## src/rtl/sequential_divider.sv

```systemverilog
// Unsigned restoring shift-and-subtract divider, one quotient bit per clock.
// Start/ready handshake with IDLE/WORKING/DONE control; divide-by-zero completes early.
module sequential_divider #(
    parameter int WIDTH = 8
) (
    input  logic             clock,
    input  logic             n_reset,
    input  logic             start,
    input  logic [WIDTH-1:0] dividend,
    input  logic [WIDTH-1:0] divisor,
    output logic             ready,
    output logic             busy,
    output logic [WIDTH-1:0] quotient,
    output logic [WIDTH-1:0] remainder,
    output logic             div_by_zero
);

    // state   | meaning
    // IDLE    | waiting for start
    // WORKING | one restoring step per clock, counter counts down to 0
    // DONE    | result valid, start restarts like IDLE
    typedef enum logic [1:0] {
        IDLE    = 2'd0,
        WORKING = 2'd1,
        DONE    = 2'd2
    } state_t;

    localparam int CW = $clog2(WIDTH);

    state_t          state, state_next;
    logic [CW-1:0]   counter;
    logic [WIDTH:0]  a_reg;
    logic [WIDTH-1:0] q_reg;
    logic [WIDTH-1:0] m_reg;
    logic            dz_reg;
    logic            accept;
    logic            step;
    logic [WIDTH:0]  shifted;
    logic [WIDTH:0]  trial;

    assign shifted = {a_reg[WIDTH-1:0], q_reg[WIDTH-1]};
    assign trial   = shifted - {1'b0, m_reg};

    always_ff @(posedge clock or negedge n_reset) begin
        if (!n_reset) begin
            state <= IDLE;
        end else begin
            state <= state_next;
        end
    end

    always_comb begin
        state_next = state;
        accept     = 1'b0;
        step       = 1'b0;
        ready      = 1'b0;
        busy       = 1'b0;
        case (state)
            IDLE, DONE: begin
                ready = (state == DONE);
                if (start) begin
                    accept     = 1'b1;
                    state_next = (divisor == '0) ? DONE : WORKING;
                end
            end
            WORKING: begin
                busy = 1'b1;
                step = 1'b1;
                if (counter == '0) begin
                    state_next = DONE;
                end
            end
            default: state_next = IDLE;
        endcase
    end

    always_ff @(posedge clock or negedge n_reset) begin
        if (!n_reset) begin
            counter <= '0;
            a_reg   <= '0;
            q_reg   <= '0;
            m_reg   <= '0;
            dz_reg  <= 1'b0;
        end else if (accept) begin
            counter <= CW'(WIDTH - 1);
            m_reg   <= divisor;
            dz_reg  <= (divisor == '0);
            if (divisor == '0) begin
                a_reg <= {1'b0, dividend};
                q_reg <= '1;
            end else begin
                a_reg <= '0;
                q_reg <= dividend;
            end
        end else if (step) begin
            // A negative trial difference means the divisor did not fit: restore.
            a_reg <= trial[WIDTH] ? shifted : trial;
            q_reg <= {q_reg[WIDTH-2:0], ~trial[WIDTH]};
            if (counter != '0) begin
                counter <= counter - CW'(1);
            end
        end
    end

    assign quotient    = q_reg;
    assign remainder   = a_reg[WIDTH-1:0];
    assign div_by_zero = dz_reg;

endmodule

```

## config.mk

```make
export PLATFORM = sky130hd
export DESIGN_NAME = sequential_divider
export DESIGN_NICKNAME = d
export VERILOG_FILES = /design/src/rtl/sequential_divider.sv
export SDC_FILE = /design/constraint.sdc
export NUM_CORES = 1
export LEC_CHECK = 0
export CAP_MARGIN = 25
export CORE_ASPECT_RATIO = 1.75
export CORE_MARGIN = 2
export CORE_UTILIZATION = 55
export CTS_CLUSTER_DIAMETER = 50
export DETAILED_ROUTE_END_ITERATION = 16
export MAX_ROUTING_LAYER = met4
export PLACE_DENSITY = 0.93
export REMOVE_ABC_BUFFERS = 1
export SKIP_LAST_GASP = 1
export SLEW_MARGIN = 20
export SYNTH_ARGS = -nofsm -noshare
export SYNTH_HDL_FRONTEND = slang
export SYNTH_SLANG_ARGS = --single-unit
```

## constraint.sdc

```tcl
create_clock -name clock -period 6.2 [get_ports clock]
set_input_delay 1.86 -clock clock [delete_from_list [all_inputs] [get_ports clock]]
set_output_delay 1.86 -clock clock [all_outputs]
set_load 0.01 [all_outputs]
```

Run 1, routed metal per tile:
The bar under the picture is 10 microns long. The die is cut into 10 by 16 equal tiles; black is low, pale yellow is high, scaled to the fullest tile. Values are wire area over tile area, all layers added.
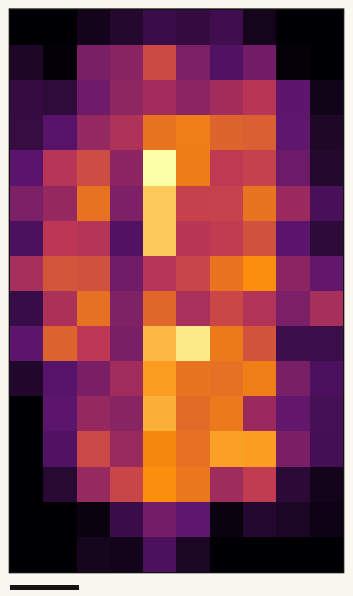
- densest ninth of the die: middle
- tiles over half the peak: 29%
- fullest tile: 0.53
- emptiest ninth of the die: bottom left
- nearly empty tiles: 11%
- mean over tiles: 0.19

Run 1, cell outlines without signal wires:
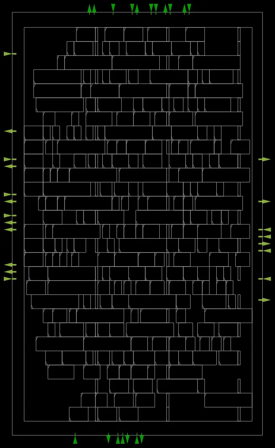
Core Util, Final: 0.716
Core Rows: 28

Run 1, signal wires by layer:
The bar under the picture is 10 microns long. Two of the layers only.
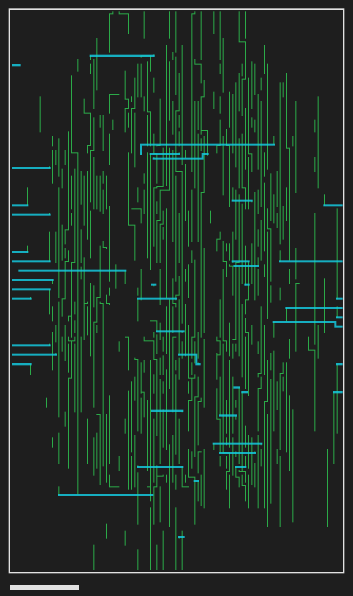
- cyan: metal 3 (wire length 205 microns)
- green: metal 2 (wire length 2,540 microns)

==> report_table.html, run 1 <==
<h3>Run summary</h3>
<table>
<tr><th>Metric</th><th>Value</th></tr>
<tr><th colspan="2">Clocking</th></tr>
<tr><td>CTS tree</td><td>built</td></tr>
<tr><td>CTS-repair resized insts</td><td>0</td></tr>
<tr><td>Clock latency reported for the late side of the worst-skew pair</td><td>290 ps</td></tr>
<tr><td>Clock tree buffer depth</td><td>2</td></tr>
<tr><td>H-Tree Depth</td><td>2</td></tr>
<tr><td>Clock sink total</td><td>30</td></tr>
<tr><td>CTS clock-pin slew for the worst setup and hold paths</td><td>approximately 60 ps</td></tr>
<tr><td>Post-CTS Setup Inserts</td><td>0</td></tr>
<tr><td>Hold-fix buffers, CTS</td><td>0</td></tr>
<tr><td>CTS Buf Count</td><td>5</td></tr>
<tr><td>Root Driver</td><td>sky130_fd_sc_hd__clkbuf_8</td></tr>
<tr><th colspan="2">Final timing</th></tr>
<tr><td>Clock period minus final worst setup slack</td><td>4170 ps</td></tr>
<tr><td>Max_slew headroom</td><td>0.525</td></tr>
<tr><td>Final critical-path share of the clock period</td><td>0.672</td></tr>
<tr><td>Final max-slew violation count</td><td>0</td></tr>
<tr><td>Worst slew pin tran</td><td>710 ps</td></tr>
<tr><td>Worst clock skew</td><td>10.1 ps</td></tr>
<tr><td>Maximum clock frequency</td><td>approximately 240 MHz</td></tr>
<tr><td>Final Hold Viols</td><td>0</td></tr>
<tr><td>Total negative slack</td><td>0 ps</td></tr>
<tr><td>Unrepaired setup endpoints after global routing</td><td>no</td></tr>
<tr><td># setup viols final</td><td>0</td></tr>
<tr><td>Worst hold slack after final layout</td><td>between 400 and 500 ps</td></tr>
<tr><th colspan="2">Setup path</th></tr>
<tr><td>Setup slack of the most critical reg-to-reg path</td><td>3620 ps</td></tr>
<tr><td>Maximum fanout along the worst path</td><td>19</td></tr>
<tr><td>Crit path buf inv count</td><td>2</td></tr>
<tr><td>Cell type group with the largest total delay on the critical path</td><td>buffers and inverters</td></tr>
<tr><td>Biggest cell delay along the critical path</td><td>630 ps</td></tr>
<tr><td>Setup crit start kind</td><td>flop</td></tr>
<tr><td>Arrival time at the worst endpoint</td><td>approximately 2300 ps</td></tr>
<tr><td>Data required, critical path</td><td>4340 ps</td></tr>
<tr><td>Cell with the largest stage delay on the worst path</td><td>sky130_fd_sc_hd__clkdlybuf4s50_1</td></tr>
<tr><td>Critical-path cell list</td><td>nand2b_1 &gt; clkinv_1 &gt; clkdlybuf4s50_1</td></tr>
<tr><td>Kind of end point of the critical path</td><td>output port</td></tr>
<tr><td>Kind of critical path</td><td>flop to output port</td></tr>
<tr><th colspan="2">Final layout</th></tr>
<tr><td>Reg area</td><td>between 700 and 800 sq um</td></tr>
<tr><td>Proportion of layout cells with a drive suffix above 1</td><td>0.0672</td></tr>
<tr><td>Number of inserted filler cells in the final layout</td><td>273</td></tr>
<tr><td>Count of antenna diodes in the layout</td><td>0</td></tr>
<tr><td>Most common cell after layout, fill and taps aside</td><td>sky130_fd_sc_hd__clkdlybuf4s50_1</td></tr>
<tr><td>Area occupied by multi-input gates</td><td>~1100 sq um</td></tr>
<tr><td>Area growth from synthesis to layout</td><td>26.6%</td></tr>
<tr><td>Post-route insts no fill</td><td>298</td></tr>
<tr><td>Top library cells by usage in the layout, fill and taps aside</td><td>sky130_fd_sc_hd__clkdlybuf4s50_1, sky130_fd_sc_hd__nand2_1, sky130_fd_sc_hd__dfrtp_1</td></tr>
<tr><td>Final net count</td><td>282</td></tr>
<tr><th colspan="2">Place</th></tr>
<tr><td>Global placer's final weighted congestion</td><td>0.819</td></tr>
<tr><td>Half-perimeter wire length of the detailed placement result</td><td>3430 microns</td></tr>
<tr><td>DP Cell Count</td><td>around 290</td></tr>
<tr><td>Count of port buffers added during placement</td><td>37</td></tr>
<tr><th colspan="2">Floorplanning</th></tr>
<tr><td>Number of ports placed on the die boundary</td><td>38</td></tr>
<tr><td>Pre-placement core utilization</td><td>0.566</td></tr>
<tr><td>DIE AREA</td><td>3970 sq um</td></tr>
<tr><td>Die Span X</td><td>between 40 and 50 microns</td></tr>
<tr><td>Overall die height</td><td>just over 80 microns</td></tr>
<tr><td>Core region area</td><td>about 3400 sq um</td></tr>
<tr><th colspan="2">Route</th></tr>
<tr><td>Remaining antenna violation count after routing</td><td>0</td></tr>
<tr><td>DRC violation count after routing</td><td>0</td></tr>
<tr><td>Via count of the routed design</td><td>approximately 1,800</td></tr>
<tr><td>Overall routed net length</td><td>4700 microns</td></tr>
<tr><td>Via/cell ratio</td><td>slightly below 6</td></tr>
<tr><td>TritonRoute pass-1 iters</td><td>4</td></tr>
<tr><td>DRC marker count from the first detailed-route iteration</td><td>50</td></tr>
<tr><td>Routed len/inst</td><td>15.8 microns</td></tr>
<tr><th colspan="2">Flow run</th></tr>
<tr><td>Number of max-capacitance violations reported</td><td>0</td></tr>
<tr><td>Total tool warning count</td><td>26</td></tr>
<tr><th colspan="2">Logic synthesis</th></tr>
<tr><td>Synthesis area per yosys</td><td>1900 sq um</td></tr>
<tr><td>Count of library flops with an enable pin</td><td>0</td></tr>
<tr><td>Number of unique standard cell types used by synthesis</td><td>45</td></tr>
<tr><td>Avg Synthesized Cell Area</td><td>8.89 sq um</td></tr>
<tr><td>Post-synthesis register bit count</td><td>30</td></tr>
<tr><td>Cell count listed in synth_stat.txt</td><td>214</td></tr>
<tr><td>Cell area after technology mapping</td><td>1900 sq um</td></tr>
<tr><td>Synth Flop Type</td><td>sky130_fd_sc_hd__dfrtp_1</td></tr>
<tr><td>Number of warning messages in the yosys log</td><td>0</td></tr>
<tr><td>Part of the Yosys area used for sequential elements</td><td>0.394</td></tr>
<tr><td>Dominant cells by area after synthesis</td><td>sky130_fd_sc_hd__dfrtp_1, sky130_fd_sc_hd__nand2_1, sky130_fd_sc_hd__ha_1</td></tr>
<tr><td>Post-Syn Instances</td><td>approximately 210</td></tr>
<tr><td>Ys async rst share</td><td>1.00</td></tr>
<tr><td>Top cell area share</td><td>0.394</td></tr>
<tr><td>Area leader, netlist</td><td>sky130_fd_sc_hd__dfrtp_1</td></tr>
<tr><th colspan="2">GRT</th></tr>
<tr><td>Maximum number of pins on one net before global-route repair</td><td>31</td></tr>
<tr><td>GRT Resource Usage Total</td><td>0.272</td></tr>
<tr><td>Vias in the first global route</td><td>~1,800</td></tr>
<tr><td>First-pass GRT wire length</td><td>about 8000 microns</td></tr>
<tr><td>Initial antenna violation count</td><td>0</td></tr>
<tr><td>GRT Residual Overflow</td><td>0</td></tr>
<tr><th colspan="2">Power and ir drop</th></tr>
<tr><td>Peak ir drop on the vdd network</td><td>373 uV</td></tr>
<tr><td>Pleak</td><td>1.03 nW</td></tr>
<tr><td>Power Dens Cells</td><td>657 nW/um^2</td></tr>
<tr><th colspan="2">Status</th></tr>
<tr><td>Status</td><td>completed</td></tr>
<tr><th colspan="2">Min path</th></tr>
<tr><td>Worst hold path class</td><td>flop to flop</td></tr>
</table>
[run 1: synthesized netlist by cell type, types with 4 or more instances]
library cell / n
sky130_fd_sc_hd__nand2_1: 35
sky130_fd_sc_hd__dfrtp_1: 30
sky130_fd_sc_hd__o21ai_0: 17
sky130_fd_sc_hd__nor2_1: 16
sky130_fd_sc_hd__inv_1: 13
sky130_fd_sc_hd__ha_1: 10
sky130_fd_sc_hd__a31oi_1: 7
sky130_fd_sc_hd__a32oi_1: 7
sky130_fd_sc_hd__clkbuf_1: 7
sky130_fd_sc_hd__a21oi_1: 6
sky130_fd_sc_hd__nand2b_1: 6
sky130_fd_sc_hd__mux2i_1: 5
sky130_fd_sc_hd__o21ai_1: 5
sky130_fd_sc_hd__xor2_1: 5
sky130_fd_sc_hd__nor2b_1: 4
[run 1: area by class of cell]
type                       count  share of cell area
tap                           45              0.0234
timing repair buffer          39               0.160
clock inverter                 2             0.00519
clock buffer                   6              0.0343
multi-input combinational    162               0.444
sequential                    30               0.312
inverter                      14              0.0218
[run 1: tightest hold or removal path, delay by kind of cell (launching register included)]
family        cells  cell delay, ps
simple gates      2             120
flops             1             350
[run 1: final timing paths]
path                                  start     endpoint  cells after the start
worst min-delay path            div_by_zero  div_by_zero                      2
worst min register to register  div_by_zero  div_by_zero                      2
min in group asynchronous           n_reset     a_reg[3]                      2
worst max-delay path               state[1]         busy                      3
worst max register to register  quotient[7]     a_reg[7]                      9
max in group asynchronous           n_reset  quotient[6]                      2
[run 1: layer usage]
metal  global-route usage  share of wire  vias to the layer above  routed length (microns)
met5                    -              0                        -                        0
met4                0.157          0.034                        0                      161
met3               0.0436          0.043                       14                      204
met2                0.471           0.54                       57                     2540
met1                0.298           0.38                      865                     1790
li1                     -              -                      837                        -
[run 1: cell families after synthesis]
group,Yosys count,synth area share
and+or+nand+nor,74,0.180
adders and majority gates,11,0.0763
DFF,30,0.394
AOI/OAI and AO/OA,63,0.233
muxes,7,0.0401
buffers and inverters,22,0.0440
xor gates and xnor gates,7,0.0322
[run 1: per-stage QoR]
| stage | worst slack [ps] | total power, mW | cell area [sq um] |
|---|---|---|---|
| finish | 2030 | 1.58 | 2410 |
| floorplan | 2590 | 1.10 | 1870 |
| detailed placement | 2250 | 1.40 | 2310 |
| CTS | 2060 | 1.58 | 2410 |
| global route | 1860 | 1.72 | 2410 |
| global placement | 2310 | 1.37 | 2310 |
[run 1: power breakdown]
part           internal, mW  total, mW  leakage (nW)  switching, mW
sequential            0.298      0.384         0.363         0.0862
combinational         0.483       1.03         0.624          0.549
clock                0.0890      0.167        0.0472         0.0783
==> run 2, diff against run 1 <==
CORE_UTILIZATION = 46   (was 55)
PLACE_DENSITY = 0.84   (was 0.93)
clock period = 3.7 ns   (was 6.2 ns; I/O delays follow)
Run 2, sequential cells coloured by netlist name:
Other sequential cells in the stronger grey, the rest of the logic in the fainter grey.
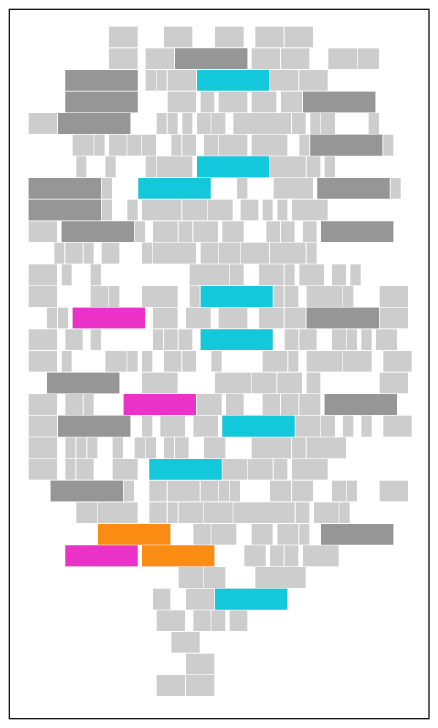
- magenta: `counter` (sequential cells 3)
- cyan: `a_reg` (sequential cells 8)
- orange: `state` (sequential cells 2)
- not coloured: 17

==> run 2 against run 1 <==
Critical path depth stayed put. Clock power is about 60% higher. Worst hold slack worse by 17 ps. Critical path type unchanged. Area after synthesis stayed put. Wire length is 0.47% higher. Global-route usage is 3.9 points lower. Clock skew is 4.1 ps lower. Largest power group unchanged.
==> report_table.html, run 2 <==
<h3>Run summary</h3>
<table>
<tr><th>Metric</th><th>Value</th></tr>
<tr><th colspan="2">Logic synthesis</th></tr>
<tr><td>Post-synthesis register bit count</td><td>30 (unchanged)</td></tr>
<tr><td>Area leader, netlist</td><td>sky130_fd_sc_hd__dfrtp_1 (unchanged)</td></tr>
<tr><td>Part of the Yosys area used for sequential elements</td><td>0.394 (unchanged)</td></tr>
<tr><td>Synthesis area per yosys</td><td>1900 sq um (unchanged)</td></tr>
<tr><td>Dominant cells by area after synthesis</td><td>sky130_fd_sc_hd__dfrtp_1, sky130_fd_sc_hd__nand2_1, sky130_fd_sc_hd__ha_1 (unchanged)</td></tr>
<tr><td>Number of warning messages in the yosys log</td><td>0 (unchanged)</td></tr>
<tr><td>Ys async rst share</td><td>1.00 (unchanged)</td></tr>
<tr><td>Number of unique standard cell types used by synthesis</td><td>45 (unchanged)</td></tr>
<tr><td>Top cell area share</td><td>0.394 (unchanged)</td></tr>
<tr><td>Avg Synthesized Cell Area</td><td>8.89 sq um (unchanged)</td></tr>
<tr><td>Synth Flop Type</td><td>sky130_fd_sc_hd__dfrtp_1 (unchanged)</td></tr>
<tr><td>Count of library flops with an enable pin</td><td>0 (unchanged)</td></tr>
<tr><td>Leading cell type by number of instances after synthesis</td><td>sky130_fd_sc_hd__nand2_1 (unchanged)</td></tr>
<tr><td>Post-Syn Instances</td><td>214 (unchanged)</td></tr>
<tr><td>Cell area after technology mapping</td><td>1900 sq um (unchanged)</td></tr>
<tr><th colspan="2">Setup path</th></tr>
<tr><td>Worst Reg-to-Reg Cells</td><td>9 (unchanged)</td></tr>
<tr><td>Biggest cell delay along the critical path</td><td>530 ps (was 630 ps)</td></tr>
<tr><td>Worst R2R End</td><td>a_reg[7] (unchanged)</td></tr>
<tr><td>Kind of critical path</td><td>flop to output port (unchanged)</td></tr>
<tr><td>Capture point of the critical path</td><td>busy (unchanged)</td></tr>
<tr><td>Worst reg2reg path startpoint</td><td>quotient[7] (unchanged)</td></tr>
<tr><td>Critical path origin</td><td>state[1] (unchanged)</td></tr>
<tr><td>Critical-path cell list</td><td>nand2b_1 &gt; clkinv_1 &gt; clkdlybuf4s50_1 (unchanged)</td></tr>
<tr><td>Cell with the largest stage delay on the worst path</td><td>sky130_fd_sc_hd__clkdlybuf4s50_1 (unchanged)</td></tr>
<tr><td>Maximum fanout along the worst path</td><td>5 (was 19)</td></tr>
<tr><td>WP depth</td><td>3 (unchanged)</td></tr>
<tr><td>Setup slack of the most critical reg-to-reg path</td><td>1100 ps (was 3620 ps)</td></tr>
<tr><td>Cell type group with the largest total delay on the critical path</td><td>buffers and inverters (unchanged)</td></tr>
<tr><td>Crit path buf inv count</td><td>2 (unchanged)</td></tr>
<tr><td>Data required, critical path</td><td>2590 ps (was 4340 ps)</td></tr>
<tr><th colspan="2">GRT</th></tr>
<tr><td>GR Layer Usage met2</td><td>0.405 (was 0.471)</td></tr>
<tr><td>First-pass GRT wire length</td><td>7960 microns (was 8000 microns)</td></tr>
<tr><td>Initial antenna violation count</td><td>0 (unchanged)</td></tr>
<tr><td>Met3 Usage GRT</td><td>0.0418 (was 0.0436)</td></tr>
<tr><td>GRT Residual Overflow</td><td>0 (unchanged)</td></tr>
<tr><td>Met1 demand-to-capacity share in global routing</td><td>0.263 (was 0.298)</td></tr>
<tr><td>Maximum number of pins on one net before global-route repair</td><td>31 (unchanged)</td></tr>
<tr><td>GR peak layer</td><td>met2 (unchanged)</td></tr>
<tr><th colspan="2">Clocking</th></tr>
<tr><td>CTS clock-pin slew for the worst setup and hold paths</td><td>60 ps (about the same)</td></tr>
<tr><td>Clock tree buffer depth</td><td>2 (unchanged)</td></tr>
<tr><td>Clock sink total</td><td>30 (unchanged)</td></tr>
<tr><td>H-Tree Depth</td><td>2 (unchanged)</td></tr>
<tr><td>Clock latency reported for the late side of the worst-skew pair</td><td>290 ps (about the same)</td></tr>
<tr><td>Post-CTS Setup Inserts</td><td>0 (unchanged)</td></tr>
<tr><td>Hold-fix buffers, CTS</td><td>0 (unchanged)</td></tr>
<tr><td>CTS-repair resized insts</td><td>0 (unchanged)</td></tr>
<tr><td>Root Driver</td><td>sky130_fd_sc_hd__clkbuf_8 (unchanged)</td></tr>
<tr><td>CTS tree</td><td>built (unchanged)</td></tr>
<tr><th colspan="2">Place</th></tr>
<tr><td>Global placer's final weighted congestion</td><td>0.836 (was 0.819)</td></tr>
<tr><td>Half-perimeter wire length of the detailed placement result</td><td>3430 microns (about the same)</td></tr>
<tr><td>DP Cell Count</td><td>297 (was 290)</td></tr>
<tr><td>Count of port buffers added during placement</td><td>37 (unchanged)</td></tr>
<tr><th colspan="2">Flow run</th></tr>
<tr><td>Number of max-capacitance violations reported</td><td>0 (unchanged)</td></tr>
<tr><td>Total tool warning count</td><td>26 (unchanged)</td></tr>
<tr><th colspan="2">Route</th></tr>
<tr><td>DRC violation count after routing</td><td>0 (unchanged)</td></tr>
<tr><td>TritonRoute pass-1 iters</td><td>4 (unchanged)</td></tr>
<tr><td>Remaining antenna violation count after routing</td><td>0 (unchanged)</td></tr>
<tr><td>Via/cell ratio</td><td>5.80 (was 5.95)</td></tr>
<tr><td>Via count of the routed design</td><td>1,756 (was 1,773)</td></tr>
<tr><td>Routed len/inst</td><td>15.6 microns (was 15.8 microns)</td></tr>
<tr><td>Overall routed net length</td><td>4720 microns (was 4700 microns)</td></tr>
<tr><td>DRC marker count from the first detailed-route iteration</td><td>52 (was 50)</td></tr>
<tr><th colspan="2">Final timing</th></tr>
<tr><td>Final critical-path share of the clock period</td><td>0.720</td></tr>
<tr><td>Maximum clock frequency</td><td>~380 MHz</td></tr>
<tr><td>Final max-slew violation count</td><td>0 (unchanged)</td></tr>
<tr><td>Worst clock skew</td><td>5.92 ps (was 10.1 ps)</td></tr>
<tr><td>Clock period minus final worst setup slack</td><td>2660 ps</td></tr>
<tr><td>Final Hold Viols</td><td>0 (unchanged)</td></tr>
<tr><td>Total negative slack</td><td>0 ps (unchanged)</td></tr>
<tr><td>Unrepaired setup endpoints after global routing</td><td>no (unchanged)</td></tr>
<tr><td># setup viols final</td><td>0 (unchanged)</td></tr>
<tr><td>Worst slew pin tran</td><td>679 ps (was 710 ps)</td></tr>
<tr><th colspan="2">Floorplanning</th></tr>
<tr><td>Overall die height</td><td>89.1 microns (was 81.8 microns)</td></tr>
<tr><td>Number of ports placed on the die boundary</td><td>38 (unchanged)</td></tr>
<tr><td>Die Span X</td><td>52.6 microns (was 48.5 microns)</td></tr>
<tr><td>Core region area</td><td>4070 sq um (was 3360 sq um)</td></tr>
<tr><td>Pre-placement core utilization</td><td>0.467 (was 0.566)</td></tr>
<tr><th colspan="2">Status</th></tr>
<tr><td>Status</td><td>completed (unchanged)</td></tr>
<tr><th colspan="2">Final layout</th></tr>
<tr><td>Area growth from synthesis to layout</td><td>27.4% (was 26.6%)</td></tr>
<tr><td>Post-route insts no fill</td><td>303 (was 298)</td></tr>
<tr><td>Final net count</td><td>285 (was 282)</td></tr>
<tr><td>Most common cell after layout, fill and taps aside</td><td>sky130_fd_sc_hd__clkdlybuf4s50_1 (unchanged)</td></tr>
<tr><td>Proportion of layout cells with a drive suffix above 1</td><td>0.0709 (was 0.0672)</td></tr>
<tr><th colspan="2">Min path</th></tr>
<tr><td>Worst hold path class</td><td>flop to flop (unchanged)</td></tr>
<tr><th colspan="2">Power and ir drop</th></tr>
<tr><td>Peak ir drop on the vdd network</td><td>602 uV (was 373 uV)</td></tr>
<tr><td>Power Dens Cells</td><td>1100 nW/um^2 (was 657 nW/um^2)</td></tr>
<tr><td>Design Power</td><td>2.65 mW (was 1.58 mW)</td></tr>
</table>
## run 2: metrics by stage
step	instance area [sq um]	hold slack, ps	utilization	setup slack [ps]
2_1_floorplan	1870	450	-	836
3_3_place_gp	2340	465	0.575	851
3_5_place_dp	2340	468	0.575	806
4_1_cts	2420	482	0.595	1040
5_1_grt	2420	489	0.595	961
6_report	2420	481	0.595	1040
## run 2: power breakdown
group / internal (mW) / switching [mW]
sequential: 0.499 / 0.143
combinational: 0.827 / 0.919
clock: 0.143 / 0.124
total: 1.47 / 1.19
## run 2: logic make-up after synthesis
group	after synthesis	synth area share
flops	30	0.394
fa+ha+maj	11	0.0763
xor+xnor	7	0.0322
mux	7	0.0401
compound gates	63	0.233
buf+inv	22	0.0440
simple gates	74	0.180
## run 2: area by class of cell
type | instances | area [sq um]
fillers | 357 | 1650
multi-input cells | 162 | 1070
flip-flops and latches | 30 | 751
repair buffers | 42 | 408
clock buffers | 6 | 82.6
well taps | 49 | 61.3
inverters | 14 | 52.6
## run 2: worst min-delay path by stage
| stage | from | endpoint | slack, ps | cells after the start |
|---|---|---|---|---|
| 6_report | div_by_zero | div_by_zero | 480 | 2 |
| 3_5_place_dp | div_by_zero | div_by_zero | 470 | 2 |
| 4_1_cts | div_by_zero | div_by_zero | 480 | 2 |
| 5_1_grt | div_by_zero | div_by_zero | 490 | 2 |
| 2_1_floorplan | m_reg[0] | m_reg[0] | 450 | 2 |
| 3_3_place_gp | div_by_zero | div_by_zero | 460 | 2 |
## run 2: worst reg2reg max path, delay by kind of cell (launching register included)
family	cells	cell delay, ps
fa+ha+maj	2	590
mux	1	330
flops	1	410
compound gates	4	1010
buf+inv	2	150
## run 2: metal layers
layer,vias to the layer above,part of all wire
met2,53,0.56
met1,852,0.38
met3,5,0.046
li1,846,-
met4,0,0.014
met5,-,0
==> run 3, diff against run 2 <==
CORE_UTILIZATION = 51   (was 46)
PLACE_DENSITY = 0.88   (was 0.84)
clock period = 2.65 ns   (was 3.7 ns; I/O delays follow)
Run 3, cell outlines without signal wires:
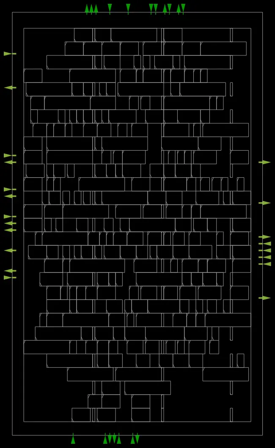
seq_cells: 30
number of inserted filler cells in the final layout: 274
post-route insts no fill: 304

==> run 3 against run 2 <==
Sequential share of layout area fell by 0.53 points. Sequential cell count did not move. Cell count rose by 0.33%.
==> report_table.html, run 3 <==
<h3>Run summary</h3>
<table>
<tr><th>Metric</th><th>Value</th></tr>
<tr><th colspan="2">Power and ir drop</th></tr>
<tr><td>Peak ir drop on the vdd network</td><td>1100 uV (was 602 uV)</td></tr>
<tr><td>Sequential fraction of design power</td><td>0.234 (was 0.242)</td></tr>
<tr><td>Power Dens Cells</td><td>1550 nW/um^2 (was 1100 nW/um^2)</td></tr>
<tr><td>Power dissipated by switching net loads</td><td>1.69 mW (was 1.19 mW)</td></tr>
<tr><td>Power share of the combinational group</td><td>0.644 (was 0.658)</td></tr>
<tr><td>Internal power</td><td>2.14 mW (was 1.47 mW)</td></tr>
<tr><td>Share of total power consumed by net switching</td><td>0.441 (was 0.447)</td></tr>
<tr><td>Pleak</td><td>1.06 nW (was 1.05 nW)</td></tr>
<tr><th colspan="2">Place</th></tr>
<tr><td>Half-perimeter wire length of the detailed placement result</td><td>3520 microns (was 3430 microns)</td></tr>
<tr><td>Global placer's final weighted congestion</td><td>0.902 (was 0.836)</td></tr>
<tr><td>Count of port buffers added during placement</td><td>37 (unchanged)</td></tr>
<tr><th colspan="2">Clocking</th></tr>
<tr><td>Hold-fix buffers, CTS</td><td>0 (unchanged)</td></tr>
<tr><td>Clock sink total</td><td>30 (unchanged)</td></tr>
<tr><td>Clock latency reported for the late side of the worst-skew pair</td><td>290 ps (about the same)</td></tr>
<tr><td>Post-CTS Setup Inserts</td><td>0 (unchanged)</td></tr>
<tr><td>CTS Buf Count</td><td>5 (unchanged)</td></tr>
<tr><td>CTS tree</td><td>built (unchanged)</td></tr>
<tr><td>CTS clock-pin slew for the worst setup and hold paths</td><td>70 ps (was 60 ps)</td></tr>
<tr><td>CTS-repair resized insts</td><td>0 (unchanged)</td></tr>
<tr><th colspan="2">Floorplanning</th></tr>
<tr><td>DIE AREA</td><td>4260 sq um (was 4690 sq um)</td></tr>
<tr><td>Core Rows</td><td>29 (was 31)</td></tr>
<tr><td>Number of ports placed on the die boundary</td><td>38 (unchanged)</td></tr>
<tr><td>Die Span X</td><td>50.2 microns (was 52.6 microns)</td></tr>
<tr><td>Core region area</td><td>3590 sq um (was 4070 sq um)</td></tr>
<tr><td>Overall die height</td><td>84.8 microns (was 89.1 microns)</td></tr>
<tr><th colspan="2">Final timing</th></tr>
<tr><td># setup viols final</td><td>0 (unchanged)</td></tr>
<tr><td>Worst slew pin tran</td><td>549 ps (was 679 ps)</td></tr>
<tr><td>Final Hold Viols</td><td>0 (unchanged)</td></tr>
<tr><td>Total negative slack</td><td>0 ps (unchanged)</td></tr>
<tr><td>Clock period minus final worst setup slack</td><td>approximately 2500 ps</td></tr>
<tr><td>Unrepaired setup endpoints after global routing</td><td>no (unchanged)</td></tr>
<tr><td>Max_slew headroom</td><td>0.632 (was 0.547)</td></tr>
<tr><td>Final max-slew violation count</td><td>0 (unchanged)</td></tr>
<tr><td>Final critical-path share of the clock period</td><td>0.935</td></tr>
<tr><th colspan="2">Final layout</th></tr>
<tr><td>Top library cells by usage in the layout, fill and taps aside</td><td>sky130_fd_sc_hd__clkdlybuf4s50_1, sky130_fd_sc_hd__nand2_1, sky130_fd_sc_hd__dfrtp_1 (unchanged)</td></tr>
<tr><td>Final net count</td><td>287 (was 285)</td></tr>
<tr><td>Area growth from synthesis to layout</td><td>29.6% (was 27.4%)</td></tr>
<tr><td>Core Util, Final</td><td>0.687 (was 0.595)</td></tr>
<tr><th colspan="2">Status</th></tr>
<tr><td>Status</td><td>completed (unchanged)</td></tr>
<tr><th colspan="2">Flow run</th></tr>
<tr><td>Total tool warning count</td><td>26 (unchanged)</td></tr>
<tr><td>Number of max-capacitance violations reported</td><td>0 (unchanged)</td></tr>
<tr><th colspan="2">Logic synthesis</th></tr>
<tr><td>Avg Synthesized Cell Area</td><td>8.89 sq um (unchanged)</td></tr>
<tr><td>Post-Syn Instances</td><td>214 (unchanged)</td></tr>
<tr><td>Area leader, netlist</td><td>sky130_fd_sc_hd__dfrtp_1 (unchanged)</td></tr>
<tr><td>Leading cell type by number of instances after synthesis</td><td>sky130_fd_sc_hd__nand2_1 (unchanged)</td></tr>
<tr><td>Synth Flop Type</td><td>sky130_fd_sc_hd__dfrtp_1 (unchanged)</td></tr>
<tr><td>Number of warning messages in the yosys log</td><td>0 (unchanged)</td></tr>
<tr><td>Part of the Yosys area used for sequential elements</td><td>0.394 (unchanged)</td></tr>
<tr><td>Top cell area share</td><td>0.394 (unchanged)</td></tr>
<tr><td>Ys async rst share</td><td>1.00 (unchanged)</td></tr>
<tr><td>Synthesis area per yosys</td><td>1900 sq um (unchanged)</td></tr>
<tr><td>Top cell types by occurrence after synthesis</td><td>sky130_fd_sc_hd__nand2_1, sky130_fd_sc_hd__dfrtp_1, sky130_fd_sc_hd__o21ai_0, sky130_fd_sc_hd__nor2_1, sky130_fd_sc_hd__inv_1 (unchanged)</td></tr>
<tr><td>Count of library flops with an enable pin</td><td>0 (unchanged)</td></tr>
<tr><th colspan="2">GRT</th></tr>
<tr><td>First-pass GRT wire length</td><td>8190 microns (was 7960 microns)</td></tr>
<tr><td>Vias in the first global route</td><td>1,803 (was 1,760)</td></tr>
<tr><td>GRT Residual Overflow</td><td>0 (unchanged)</td></tr>
<tr><td>Maximum number of pins on one net before global-route repair</td><td>31 (unchanged)</td></tr>
<tr><th colspan="2">Setup path</th></tr>
<tr><td>Cell with the largest stage delay on the worst path</td><td>sky130_fd_sc_hd__fa_1 (was sky130_fd_sc_hd__clkdlybuf4s50_1)</td></tr>
<tr><td>Crit path buf inv count</td><td>2 (unchanged)</td></tr>
<tr><td>Kind of critical path</td><td>flop to flop (was flop to output port)</td></tr>
<tr><td>Kind of end point of the critical path</td><td>flop (was output port)</td></tr>
<tr><td>Critical-path cell list</td><td>inv_1 &gt; ha_1 &gt; inv_1 &gt; fa_1 &gt; a211oi_2 &gt; o211a_4 &gt; a21o_1 &gt; mux2_1 &gt; a31o_1 (was nand2b_1 &gt; clkinv_1 &gt; clkdlybuf4s50_1)</td></tr>
<tr><td>Cell type group with the largest total delay on the critical path</td><td>AND-OR/OR-AND gates (was buffers and inverters)</td></tr>
<tr><td>Setup slack of the most critical reg-to-reg path</td><td>170 ps (was 1100 ps)</td></tr>
<tr><td>Setup crit start kind</td><td>flop (unchanged)</td></tr>
<tr><td>Data required, critical path</td><td>2830 ps (was 2590 ps)</td></tr>
<tr><th colspan="2">Route</th></tr>
<tr><td>Routed len/inst</td><td>15.7 microns (was 15.6 microns)</td></tr>
<tr><td>DRC marker count from the first detailed-route iteration</td><td>65 (was 52)</td></tr>
<tr><td>DRC violation count after routing</td><td>0 (unchanged)</td></tr>
<tr><td>Via count of the routed design</td><td>1,790 (was 1,756)</td></tr>
</table>
==> run 3: cell counts after synthesis <==
No cell type changed its count.
==> run 3: cells by family (layout without fill, tap and decap cells) <==
group / after synthesis / in the layout / synth area share
flops: 30 / 30 / 0.394
simple gates: 74 / 74 / 0.180
buf+inv: 22 / 66 / 0.0440
compound gates: 63 / 63 / 0.233
fa+ha+maj: 11 / 11 / 0.0763
xor+xnor: 7 / 7 / 0.0322
mux: 7 / 7 / 0.0401
==> run 3: stage by stage <==
step / hold slack [ps] / instances / area (sq um) / setup slack (ps)
floorplan: 450 / 206 / 1870 / 101
CTS: 530 / 304 / 2470 / 166
detailed placement: 489 / 296 / 2350 / 110
global route: 542 / 304 / 2470 / 44.4
global placement: 465 / 296 / 2350 / 147
finish: 526 / 304 / 2470 / 173
==> run 3: final cells by class <==
class / instances / area [sq um] / area share
Timing Repair Buffer: 44 / 423 / 0.171
Clock buffer: 5 / 68.8 / 0.0279
Clock inverter: 3 / 45.0 / 0.0183
Multi-Input combinational cell: 162 / 1070 / 0.433
Tap cell: 46 / 57.6 / 0.0233
Inverter: 14 / 52.6 / 0.0213
Sequential cell: 30 / 751 / 0.304
==> run 3: layer usage <==
metal / global-route usage / part of all wire
met2: 0.427 / 0.55
met1: 0.283 / 0.38
met3: 0.0528 / 0.049
met5: - / 0
met4: 0.129 / 0.025
==> run 3: tightest hold or removal path, stage by stage (launching register included) <==
cell and delay (ps):
sky130_fd_sc_hd__dfrtp_1 370, sky130_fd_sc_hd__nand2_1 60, sky130_fd_sc_hd__nand2_1 60
==> run 3: path summary, 6_finish.rpt <==
kind,start,endpoint,depth (start not counted)
min in group asynchronous,n_reset,a_reg[6],2
max reg2reg,quotient[7],a_reg[7],9
min,m_reg[0],m_reg[0],2
max in group asynchronous,n_reset,a_reg[1],2
min reg2reg,m_reg[0],m_reg[0],2
max,quotient[7],a_reg[7],9
==> run 3: power by group through the flow <==
stage / clock, mW / sequential, mW / combinational [mW]
2_1_floorplan: 0 / 0.906 / 1.68
3_3_place_gp: 0 / 0.889 / 2.38
3_5_place_dp: 0 / 0.899 / 2.44
4_1_cts: 0.471 / 0.898 / 2.47
5_1_grt: 0.491 / 0.926 / 2.73
6_report: 0.466 / 0.897 / 2.47

==> screenshots <==
Placed cells, one colour a class.
Fill, decap, tap and diode cells in grey.
shot_01.png
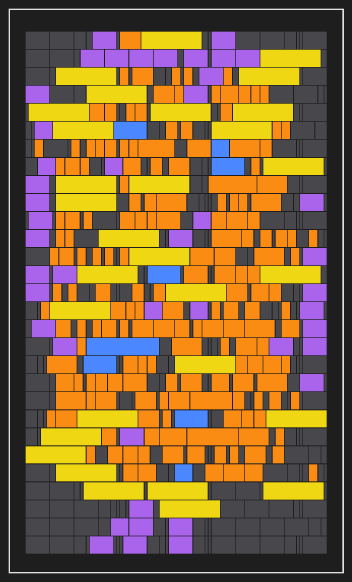
shot_02.png
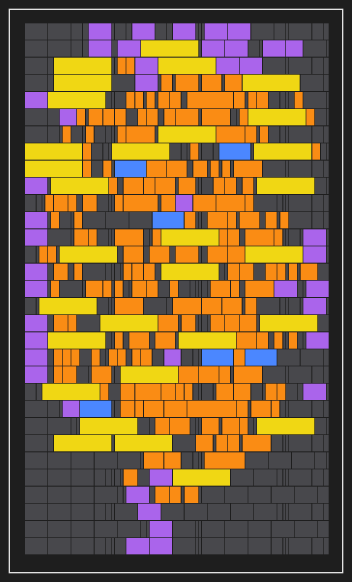
shot_03.png
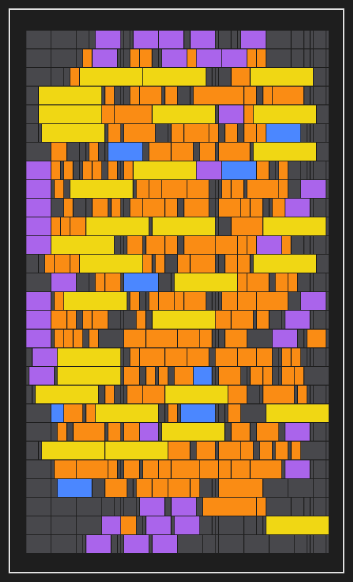
- run 2 = shot_02.png
- run 1 = shot_03.png
- run 3 = shot_01.png

Key to shot_02.png:
- yellow: flops (cells 30; share of their area 32%)
- blue: clock drivers and dummy loads (cells 6; share of their area 3.5%)
- orange: combinational and other logic (cells 176; share of their area 47%)
- purple: other buffers and delay cells (cells 42; share of their area 17%)

Power and IR drop assume default switching activity.
